`config.mk`:
```
export PLATFORM = sky130hd
export DESIGN_NAME = booth_ctrl
export DESIGN_NICKNAME = d
export VERILOG_FILES = /design/src/rtl/booth_pkg.sv /design/src/rtl/booth_iter_cnt.sv /design/src/rtl/booth_ctrl.sv
export SDC_FILE = /design/constraint.sdc
export NUM_CORES = 1
export LEC_CHECK = 0
export CORE_AREA = 2 2 39 41
export DETAILED_ROUTE_END_ITERATION = 10
export DIE_AREA = 0 0 41 43
export PLACE_DENSITY = 0.66
export SYNTH_ARGS = -nofsm -noshare
export SYNTH_HDL_FRONTEND = slang
export SYNTH_SLANG_ARGS = --single-unit
```
`constraint.sdc`:
```
create_clock -name clk -period 1.21 [get_ports clk]
set_clock_uncertainty 0.05 [all_clocks]
set_input_delay 0.1815 -clock clk [delete_from_list [all_inputs] [get_ports clk]]
set_output_delay 0.1815 -clock clk [all_outputs]
set_load 0.1 [all_outputs]
```
`src/rtl/booth_pkg.sv`:
```
// Shared definitions for the radix-2 Booth multiplier control unit:
// FSM state encoding, default operand width and control-strobe bit positions.
package booth_pkg;

  localparam int unsigned N_DEFAULT = 8;

  typedef enum logic [3:0] {
    IDLE,
    LOAD_M,
    LOAD_Q,
    TEST,
    ADD,
    SUB,
    SHIFT,
    OUT_A,
    OUT_Q,
    DONE
  } state_t;

  // Bit positions inside the internal strobe vector; c<k> == strobe[k].
  localparam int unsigned C_LOADM     = 0;
  localparam int unsigned C_LOADQ     = 1;
  localparam int unsigned C_ADD       = 2;
  localparam int unsigned C_SUB       = 3;
  localparam int unsigned C_SHIFT     = 4;
  localparam int unsigned C_OUTA      = 5;
  localparam int unsigned C_OUTQ      = 6;
  localparam int unsigned NUM_STROBES = 7;

endpackage

```
`src/rtl/booth_iter_cnt.sv`:
```
// Booth iteration counter: cleared at operand load, stepped once per shift,
// flags the final iteration and wraps back to zero after it.
module booth_iter_cnt #(
  parameter int unsigned N  = 8,
  parameter int unsigned CW = $clog2(N)
) (
  input  logic clk,
  input  logic rst_b,
  input  logic clr_i,
  input  logic inc_i,
  output logic last_o
);

  logic [CW-1:0] cnt_q;
  logic [CW-1:0] cnt_d;

  assign last_o = (cnt_q == CW'(N - 1));

  always_comb begin
    cnt_d = cnt_q;
    if (clr_i) begin
      cnt_d = '0;
    end else if (inc_i) begin
      cnt_d = last_o ? '0 : cnt_q + 1'b1;
    end
  end

  always_ff @(posedge clk or negedge rst_b) begin
    if (!rst_b) begin
      cnt_q <= '0;
    end else begin
      cnt_q <= cnt_d;
    end
  end

endmodule

```
`src/rtl/booth_ctrl.sv`:
```
// Moore FSM sequencing the one-hot datapath strobes c0..c6 of a radix-2
// Booth multiplier; all outputs decode from the state register only.
module booth_ctrl
  import booth_pkg::*;
#(
  parameter int unsigned N  = N_DEFAULT,
  parameter int unsigned CW = $clog2(N)
) (
  input  logic clk,
  input  logic rst_b,
  input  logic start,
  input  logic q0,
  input  logic q_m1,
  output logic c0,
  output logic c1,
  output logic c2,
  output logic c3,
  output logic c4,
  output logic c5,
  output logic c6,
  output logic busy,
  output logic done
);

  state_t                 state_q;
  state_t                 state_d;
  logic [NUM_STROBES-1:0] strobe;
  logic                   cnt_clr;
  logic                   cnt_inc;
  logic                   cnt_last;

  booth_iter_cnt #(
    .N  (N),
    .CW (CW)
  ) u_iter_cnt (
    .clk    (clk),
    .rst_b  (rst_b),
    .clr_i  (cnt_clr),
    .inc_i  (cnt_inc),
    .last_o (cnt_last)
  );

  always_ff @(posedge clk or negedge rst_b) begin
    if (!rst_b) begin
      state_q <= IDLE;
    end else begin
      state_q <= state_d;
    end
  end

  always_comb begin
    state_d = state_q;
    strobe  = '0;
    cnt_clr = 1'b0;
    cnt_inc = 1'b0;
    done    = 1'b0;
    busy    = (state_q != IDLE);
    unique case (state_q)
      IDLE: begin
        if (start) state_d = LOAD_M;
      end
      LOAD_M: begin
        strobe[C_LOADM] = 1'b1;
        cnt_clr         = 1'b1;
        state_d         = LOAD_Q;
      end
      LOAD_Q: begin
        strobe[C_LOADQ] = 1'b1;
        state_d         = TEST;
      end
      TEST: begin
        // Booth recoding of {Q[0], Q[-1]}: 01 adds M, 10 subtracts M.
        case ({q0, q_m1})
          2'b01:   state_d = ADD;
          2'b10:   state_d = SUB;
          default: state_d = SHIFT;
        endcase
      end
      ADD: begin
        strobe[C_ADD] = 1'b1;
        state_d       = SHIFT;
      end
      SUB: begin
        strobe[C_SUB] = 1'b1;
        state_d       = SHIFT;
      end
      SHIFT: begin
        strobe[C_SHIFT] = 1'b1;
        cnt_inc         = 1'b1;
        state_d         = cnt_last ? OUT_A : TEST;
      end
      OUT_A: begin
        strobe[C_OUTA] = 1'b1;
        state_d        = OUT_Q;
      end
      OUT_Q: begin
        strobe[C_OUTQ] = 1'b1;
        state_d        = DONE;
      end
      DONE: begin
        done    = 1'b1;
        state_d = IDLE;
      end
      default: state_d = IDLE;
    endcase
  end

  assign c0 = strobe[C_LOADM];
  assign c1 = strobe[C_LOADQ];
  assign c2 = strobe[C_ADD];
  assign c3 = strobe[C_SUB];
  assign c4 = strobe[C_SHIFT];
  assign c5 = strobe[C_OUTA];
  assign c6 = strobe[C_OUTQ];

endmodule

```
run_1/clock_nets.png
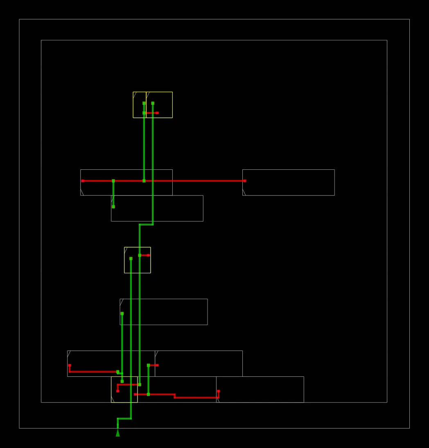
TritonCTS Buffers: 3
clk latency late pin: 250 ps
Flops: 7

run_1/gates.png
Bar = 10 um.
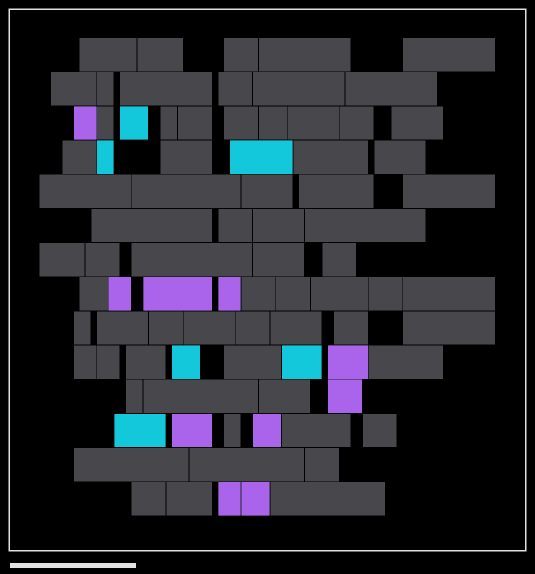
| family | color | cells | most used |
|---|---|---|---|
| aoi and oai cells | purple | 10 | a21oi_1 |
| nand cells | cyan | 6 | nand2b_1 |
most used logic cell in the final layout: buf_4
final cell count without fillers: 100

run_1/class_map.png
Fill, decap, tap and diode cells in gray.
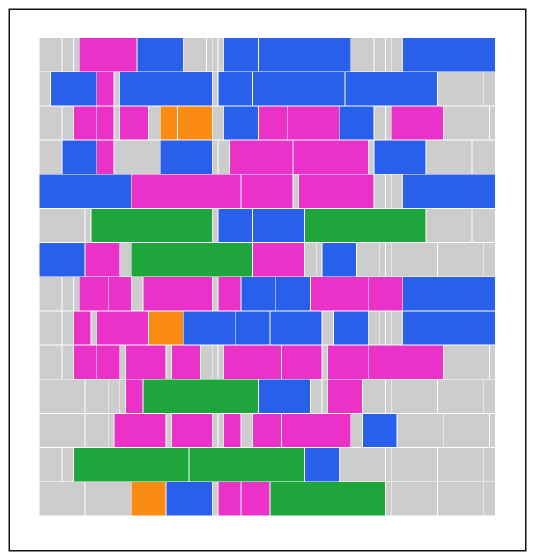
| class | color | cells | share of their area |
|---|---|---|---|
| remaining logic cells | magenta | 41 | 38% |
| sequential cells | green | 7 | 19% |
| remaining buffers and delay cells | blue | 32 | 40% |
| clock drivers and dummy loads | orange | 4 | 2.7% |
flop share of the area: 18.3%
Final Util: 70.8%
fin area: 980 um2
num rows: 14
core area: 0.00138 mm2

==> flow_metrics.tcl, run 1 <==
# flow metrics
set metrics [dict create \
    critical_path_class "flop to output port" \
    ys_warn_count 0 \
    viasPerCell 4.97 \
    clock.fmax_ghz 0.608 \
    dieArea_mm2 0.00176 \
    grt_overflow 0 \
    grt_start_max_net_pins 10 \
    start_kind "flop" \
    insertedDiodeCount 0 \
    drtIter0Drc 9 \
    fillers 93 \
    adder_share_pct 8.02 \
    preCtsSetupSlack_ps -192 \
    crit_chain "or4_4 -> buf_12" \
    routedWlPerCell_um 13.5 \
    cp_slowest_cell "or4_4" \
    synthTopCellsByCount "7 x dfrtp_1, 6 x nor2_1, 5 x a21oi_1, 5 x nor3_1, 4 x nand2b_1" \
    synth-edff-count 0 \
    logic_area_um2 354 \
    status "finished with violations" \
    ioPinCount 14 \
    r2r-start "state_q[1]" \
    timing.hold.ws_ps 142 \
    gp_congestion 0.736 \
    tool_warnings 29 \
    rsz0062_at_grt "yes" \
    drv_slew 0 \
    min_path_type "primary input to async pin" \
    grt_pass1_wl_um 2280 \
    syn_inst 52 \
    die_w_um 41 \
    areaGrowthSynthToFinish_pct 109 \
    xor_area_share_pct 0 \
    cp.required_ps 980 \
    mux_area_share_pct 0 \
    cts.sinks 7 \
    slew_headroom_pct 78.4 \
    violations "setup timing" \
    worstPathMaxFanout 4 \
    ys_ff 7 \
    portBuffers 13 \
    startpoint "state_q[1]" \
    slowest_delay_ps 560 \
    antenna_left 0 \
    finalSetupViolCount 14 \
    setup_ws_ps -433 \
    fp_util_pct 33.8 \
    layout-drive-gt1-share_pct 59.5 \
    cts_tree "yes" \
    synth.cell_area_um2 468 \
    cts_buffer_depth 2 \
    chipHeight_um 43 \
    finalHoldViolCount 0 \
    synth.net_count 60 \
    topCellsByArea "dfrtp_1 37%, ha_1 8.0%, a21oi_1 5.3%, nand2b_1 5.3%, nor3_1 5.3%" \
    drc 0 \
    detail_route.wirelength_um 1350 \
    critPathArrivalTime_ps 1410 \
    yosysChipArea_um2 468 \
    ys_seq_share_pct 37.4 \
    top_logic_kind "simple AND/OR/NAND/NOR gates" \
    htreeDepth 1 \
    grt_pass1_vias 512 \
    fin_crit_sh_pct 136 \
    top_cell "dfrtp_1" \
    antenna_found_initial 0 \
    cts-root-buf "clkbuf_4" \
    firstDrtPassIters 4 \
    grt_use_total_pct 19.5 \
    layout_min_cycle_time_ps 1640 \
    place_inst 92 \
    end_kind "output port" \
    ys_cells 52 \
    ys_sh_simple_pct 31.0 \
    ff_type "dfrtp_1" \
    yosys.area.top_type_share_pct 37.4 \
    yosys.area_share.aoi_pct 15.0 \
]
run 1: worst max-delay path, delay by kind of cell, from the launching register on:
family | cells | cell delay, ps
buffers and inverters | 1 | 180
flip-flops | 1 | 410
AND/OR/NAND/NOR | 1 | 560
run 1: flip-flops by register name, indices dropped and copies added (netlist names):
signal and cells:
state_q 4, u_iter_cnt.cnt_q 3
run 1: metrics by stage:
step / util [%] / cell area, um2 / setup TNS, ps
final: 70.8 / 980 / -3820
after global routing: 70.8 / 980 / -4610
after CTS: 69.3 / 958 / -3560
after detailed placement: 62.7 / 867 / -1840
after global placement: 62.7 / 867 / -1690
after floorplan: - / 556 / -4170
run 1: cell usage in the layout (no fill, tap or decap), drive strengths merged:
master         instances
nand2                  1
nor2                   6
ha                     3
nand2b                 4
nand4bb                1
clkinvlp               1
inv                    2
or2b                   1
clkbuf                 4
nor4b                  1
nor4                   1
or2                    1
dfrtp                  7
o311ai                 1
nor3b                  1
a21o                   1
a311oi                 1
nor3                   5
buf                   28
clkdlybuf4s50          4
o22ai                  2
o31ai                  1
or4                    1
or3b                   1
a21oi                  5
run 1: cell families (layout without fill, tap and decap cells):
family                   Yosys count  after routing
flip-flops                         7              7
buffers and inverters              7             39
adder cells (fa/ha/maj)            3              3
AND/OR/NAND/NOR                   24             24
AND-OR/OR-AND                     11             11
run 1: worst paths after layout:
kind / endpoint / slack (ps) / cells after the start
max: busy / -430 / 2
min: state_q[2] / 140 / 1
max reg2reg: u_iter_cnt.cnt_q[2] / -210 / 6
min reg2reg: u_iter_cnt.cnt_q[0] / 530 / 2
max in group asynchronous: state_q[3] / 710 / 1
min in group clk: u_iter_cnt.cnt_q[0] / 530 / 2
run 1: layout make-up:
type	instances	area share [%]
repair buffers	32	39.3
multi-input cells	38	36.1
flip-flops and latches	7	18.3
inverters	3	1.53
clock buffers	4	2.68
well taps	16	2.04
run 1: layer usage:
metal / part of all wire [%] / vias up / routed length, um / global-route usage (%)
li1: - / 252 / - / -
met1: 45 / 233 / 609 / 28.4
met2: 53 / 12 / 721 / 26.9
met3: 1.6 / 0 / 22 / 1.57
met4: 0 / 0 / 0 / 12.0
met5: 0 / - / 0 / 0
run 1: timing repair:
item                       4_1_cts  5_1_grt
hold buffers                     0        0
gates cloned                     0        0
pin swaps                        5        3
buffers inserted                 3        1
setup endpoints to repair       14       16
gates resized                   13        4
run_1/ff_map.png
Bar = 10 um. Other cells in gray.
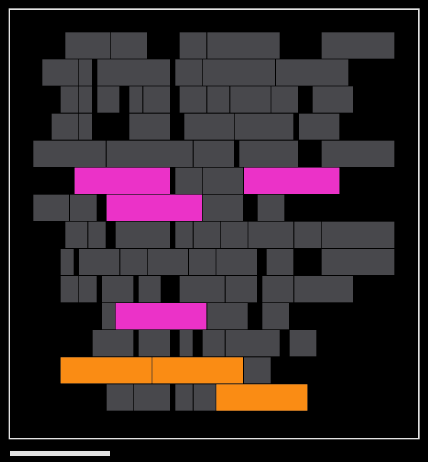

==> run 1 -> run 2 <==
- CTS_CLUSTER_DIAMETER: not set -> 50
- PLACE_DENSITY: 0.66 -> not set
run_2/ff_map.png
Bar = 10 um. Other cells in gray.
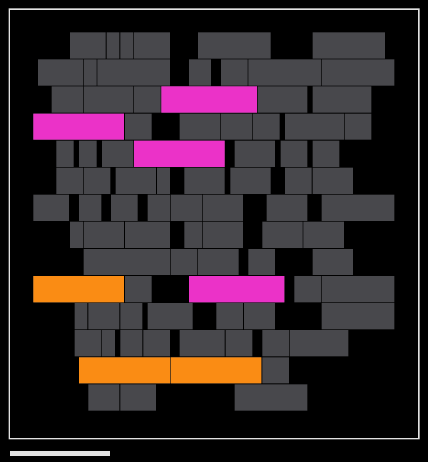
| signal | color | sequential cells |
|---|---|---|
| state_q | magenta | 4 |
| u_iter_cnt.cnt_q | orange | 3 |
Final Util: 73.5%
Flop area: 178 um2

==> run 2 against run 1 <==
The flow still finishes with violations (setup timing). Clock-buffer cell count stayed put. First-iteration DRC count is 78% lower. Via count is 1.6% lower. Worst hold slack better by 13 ps.
==> flow_metrics.tcl, run 2 <==
# flow metrics
set metrics [dict create \
    finalSetupViolCount 14 \
    fp_util_pct 33.8 \
    critical_path_class "flop to output port" \
    grt_start_max_net_pins 11 \
    ys_ff 7 \
    worstPathMaxFanout 4 \
    clock_latency_ps 240 \
    syn_inst 52 \
    die_w_um 41 \
    fin_area_mm2 0.00102 \
    final_layout_top_logic_cells "15 x buf_4, 9 x buf_12, 7 x buf_6" \
    gp_congestion 0.761 \
    grt_pass1_wl_um 1930 \
    chipHeight_um 43 \
    grt_pass1_vias 482 \
    firstDrtPassIters 4 \
    end_kind "output port" \
    ys_cells 52 \
    final_common_cell "buf_4" \
    timing.hold.ws_ps 155 \
    antenna_left 0 \
    drtIter0Drc 2 \
    core-area_mm2 0.00138 \
    insertedDiodeCount 0 \
    yosys.area.top_type_share_pct 37.4 \
    detail_route.wirelength_um 1150 \
    rsz0062_at_grt "yes" \
    setup_ws_ps -403 \
    viasPerCell 4.75 \
    topCellsByArea "dfrtp_1 37%, ha_1 8.0%, a21oi_1 5.3%, nand2b_1 5.3%, nor3_1 5.3%" \
    largest_register "state_q" \
    synth.cell_area_um2 468 \
    synthTopCellsByCount "7 x dfrtp_1, 6 x nor2_1, 5 x a21oi_1, 5 x nor3_1, 4 x nand2b_1" \
    layout_min_cycle_time_ps 1610 \
    cts-root-buf "clkbuf_4" \
    yosysChipArea_um2 468 \
    status "finished with violations" \
    logic_area_um2 367 \
    drc 0 \
    cts.sinks 7 \
    drv_slew 0 \
    violations "setup timing" \
    fin_setup_tns_ps -3710 \
    rows 14 \
    ys_seq_share_pct 37.4 \
    antenna_found_initial 0 \
    cp.required_ps 980 \
    slew_headroom_pct 77.3 \
    critPathArrivalTime_ps 1380 \
    portBuffers 13 \
    largest_reg_flops 4 \
    tool_warnings 29 \
    layout-drive-gt1-share_pct 64.4 \
    dpl_cell_area_um2 860 \
    dieArea_mm2 0.00176 \
    preCtsSetupSlack_ps -216 \
]
-- run 2: cell counts after synthesis --
Identical to the previous run, type by type.
-- run 2: through the flow --
step	utilization, %	std cells
after floorplan	-	52
after global placement	62.1	91
after detailed placement	62.1	91
after CTS	69.3	99
after global routing	73.5	103
final	73.5	103
-- run 2: metal layers --
metal  GRT usage, %  wire length [um]  vias to the layer above
met1           22.2               543                      218
met3           1.57                25                        0
li1               -                 -                      264
met2           23.8               579                        7
met4           4.00                 0                        0
met5              0                 0                        -
-- run 2: worst max-delay path, cell delays in order (launching register included) --
cell and delay (ps):
dfrtp_1 400, or4_4 560, buf_12 180
-- run 2: logic make-up after synthesis --
family / count (synthesis) / synth area share [%]
compound gates: 11 / 15.0
simple gates: 24 / 31.0
fa+ha+maj: 3 / 8.02
flops: 7 / 37.4
buf+inv: 7 / 8.56
-- run 2: area by class of cell --
| cell class | count | area share, % |
|---|---|---|
| timing repair buffer | 35 | 40.5 |
| inverter | 3 | 1.48 |
| tap | 16 | 1.97 |
| sequential | 7 | 17.5 |
| clock buffer | 4 | 2.58 |
| multi-input combinational | 38 | 36.0 |
-- run 2: timing repair --
action	4_1_cts	5_1_grt
endpoints found under the setup margin	13	16
pin swaps	7	9
resized	13	8
setup buffers	4	4
-- run 2: path summary, 6_finish.rpt --
path                                       endpoint  slack, ps  cells past startpoint
max in group asynchronous                state_q[3]        680                      1
worst max register to register  u_iter_cnt.cnt_q[2]       -220                      5
worst max-delay path                           busy       -400                      2
worst min register to register  u_iter_cnt.cnt_q[0]        510                      2
worst min-delay path            u_iter_cnt.cnt_q[1]        150                      1
min in group clk                u_iter_cnt.cnt_q[0]        510                      2
==> run 2 -> run 3 <==
- GPL_ROUTABILITY_DRIVEN: not set -> 0
run_3/class_map.png
Fill, decap, tap and diode cells in gray.
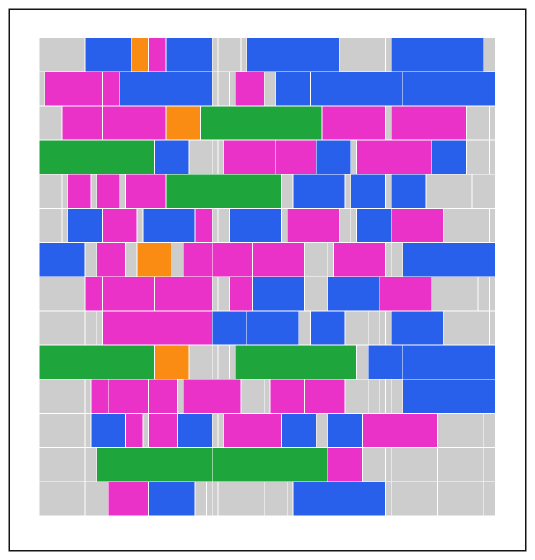
| class | color | cells | share of their area |
|---|---|---|---|
| clock drivers and dummy loads | orange | 4 | 2.6% |
| remaining logic cells | magenta | 41 | 38% |
| sequential cells | green | 7 | 18% |
| remaining buffers and delay cells | blue | 35 | 41% |
fin area: 0.00102 mm2
flop share of the area: 17.5%

==> run 3 against run 2 <==
The run still ends with setup timing left. Critical path depth unchanged. Global-route usage stayed put. Area after synthesis stayed put. Core utilization did not move. Sequential share of layout area did not move. Fmax unchanged. Via count is the same. Non-clock buffer count did not move. Wire length is the same. Critical path type unchanged.
==> flow_metrics.tcl, run 3 <==
# flow metrics
set metrics [dict create \
    cp_num_cells 2 \
    synth.cell_area_um2 468 \
    violations "setup timing" \
    critPathArrivalTime_ps 1380 \
    yosys.area.top_type_share_pct 37.4 \
    tool_warnings 29 \
    grt_pass1_wl_um 1930 \
    reg2reg_to "u_iter_cnt.cnt_q[2]" \
    chipHeight_um 43 \
    finalHoldViolCount 0 \
    grt_start_max_net_pins 11 \
    layout-drive-gt1-share_pct 64.4 \
    syn_inst 52 \
    worstPathMaxFanout 4 \
    routedWlPerCell_um 11.1 \
    ioPinCount 14 \
    critPathCapture "busy" \
    grt_overflow 0 \
    num_vias 489 \
    cp.required_ps 980 \
    cts_tree "yes" \
    startpoint "state_q[1]" \
    crit_family "simple AND/OR/NAND/NOR gates" \
    ys_warn_count 0 \
    finalSetupViolCount 14 \
    firstDrtPassIters 4 \
    path_buffers 1 \
    viasPerCell 4.75 \
    max_slew.worst_pin.slew_ps 340 \
    critical_path_class "flop to output port" \
    ys_seq_share_pct 37.4 \
    topCellsByArea "dfrtp_1 37%, ha_1 8.0%, a21oi_1 5.3%, nand2b_1 5.3%, nor3_1 5.3%" \
    final_nets 96 \
    fp_util_pct 33.8 \
    final_layout_top_logic_cells "15 x buf_4, 9 x buf_12, 7 x buf_6" \
    setup_ws_ps -403 \
    crit_chain "or4_4 -> buf_12" \
    ctsHoldBuffers 0 \
    drv_slew 0 \
    grt_pass1_vias 482 \
    antenna_found_initial 0 \
    status "finished with violations" \
    cts_buffers 3 \
    slowest_delay_ps 560 \
    yosysUniqueCellTypes 24 \
    ff2ff_path_depth 5 \
    synth.net_count 60 \
    rows 14 \
    cts-root-buf "clkbuf_4" \
    ff_type "dfrtp_1" \
    dieArea_mm2 0.00176 \
    r2r-start "state_q[2]" \
    insertedDiodeCount 0 \
    ys_async_sr_fraction_pct 100 \
    cts_buffer_depth 2 \
    start_kind "flop" \
    rsz0062_at_grt "yes" \
    synthTopCellsByCount "7 x dfrtp_1, 6 x nor2_1, 5 x a21oi_1, 5 x nor3_1, 4 x nand2b_1" \
    drv_cap 0 \
    top_area_cell "dfrtp_1" \
    rrSetupSlack_ps -220 \
    place_inst 91 \
    drtIter0Drc 2 \
    dp_hpwl_um 868 \
    areaGrowthSynthToFinish_pct 117 \
    path_clk_slew_ps 50 \
    ys_ff 7 \
    die_w_um 41 \
    yosysChipArea_um2 468 \
    largest_register "state_q" \
    final_common_cell "buf_4" \
    timing.hold.ws_ps 155 \
    fillers 91 \
    preCtsSetupSlack_ps -216 \
    cp_slowest_cell "or4_4" \
    antenna_left 0 \
    avgSynthCellArea_um2 9.00 \
    clock.fmax_ghz 0.620 \
    htreeDepth 1 \
    detail_route.wirelength_um 1150 \
    cts.sinks 7 \
    drc 0 \
    slew_headroom_pct 77.3 \
    layout.cells.non_filler 103 \
    grt_use_total_pct 15.4 \
    portBuffers 13 \
    core-area_mm2 0.00138 \
    ys_cells 52 \
    largest_reg_flops 4 \
    synth-edff-count 0 \
    top_cell "dfrtp_1" \
    layout_min_cycle_time_ps 1610 \
    top_regs "state_q (4), u_iter_cnt.cnt_q (3)" \
    end_kind "output port" \
    fin_crit_sh_pct 133 \
    min_path_type "primary input to async pin" \
    clock_latency_ps 240 \
]
## run 3: kinds of logic after synthesis
kind of cell / synth area share [%]
compound gates: 15.0
fa+ha+maj: 8.02
buf+inv: 8.56
flops: 37.4
simple gates: 31.0
## run 3: repair_timing
action                                  in CTS  in global routing
pin swaps                                    7                  9
endpoints found under the setup margin      13                 16
gates resized                               13                  8
setup buffers                                4                  4
hold endpoints to repair                     0                  0
## run 3: worst min path at each step
stage                     endpoint  slack [ps]  depth (start not counted)
2_1_floorplan           state_q[0]        -160                          0
3_3_place_gp   u_iter_cnt.cnt_q[1]         420                          1
3_5_place_dp   u_iter_cnt.cnt_q[1]         420                          1
4_1_cts        u_iter_cnt.cnt_q[1]         160                          1
5_1_grt        u_iter_cnt.cnt_q[0]         180                          1
6_report       u_iter_cnt.cnt_q[1]         150                          1
## run 3: area by class of cell
cell class	count	area (um2)	area share (%)
timing repair buffer	35	412	40.5
multi-input combinational	38	367	36.0
sequential	7	178	17.5
clock buffer	4	26.3	2.58
tap	16	20.0	1.97
inverter	3	15.0	1.48
## run 3: worst register-to-register path: stages (launching register included)
cell and delay (ps):
dfrtp_2 440, buf_6 140, buf_6 120, or3b_4 380, a21oi_2 130, nor2_1 50
## run 3: per-stage QoR
| stage | instance area (um2) | util (%) | setup TNS (ps) |
|---|---|---|---|
| floorplan | 556 | - | -4170 |
| global placement | 860 | 62.1 | -1960 |
| detailed placement | 860 | 62.1 | -2180 |
| CTS | 958 | 69.3 | -4110 |
| global route | 1020 | 73.5 | -4630 |
| finish | 1020 | 73.5 | -3710 |
## run 3: per-layer routing
metal | part of all wire, % | track usage [%] | wire length [um] | vias up
li1 | - | - | - | 264
met1 | 47 | 22.2 | 543 | 218
met2 | 50 | 23.8 | 579 | 7
met3 | 2.2 | 1.57 | 25 | 0
met4 | 0 | 4.00 | 0 | 0
met5 | 0 | 0 | 0 | -

==> notes/layouts.md <==
Pictures saved along the way, in no particular order.

Signal wires by layer.
Two of the layers only.
image #1
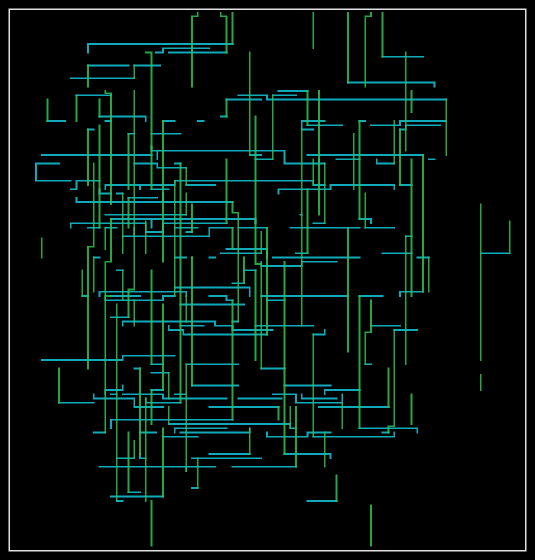
image #2
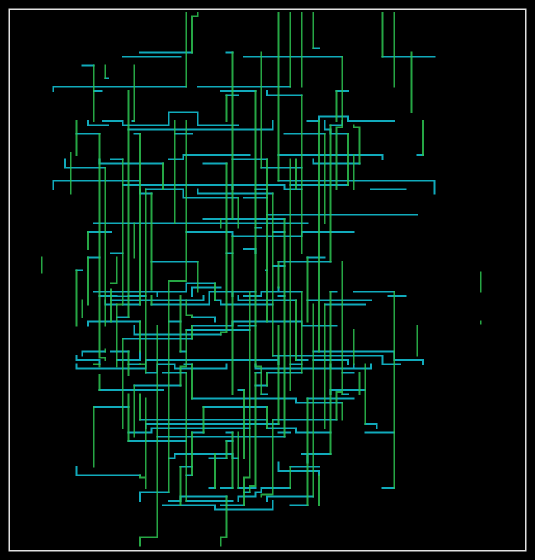
Of these, most wire: image #2
Run 2 is image #1.
Run 1 is image #2.

Key to image #2:
| layer | color | wire length |
|---|---|---|
| M2 | green | 722 um |
| M1 | cyan | 609 um |

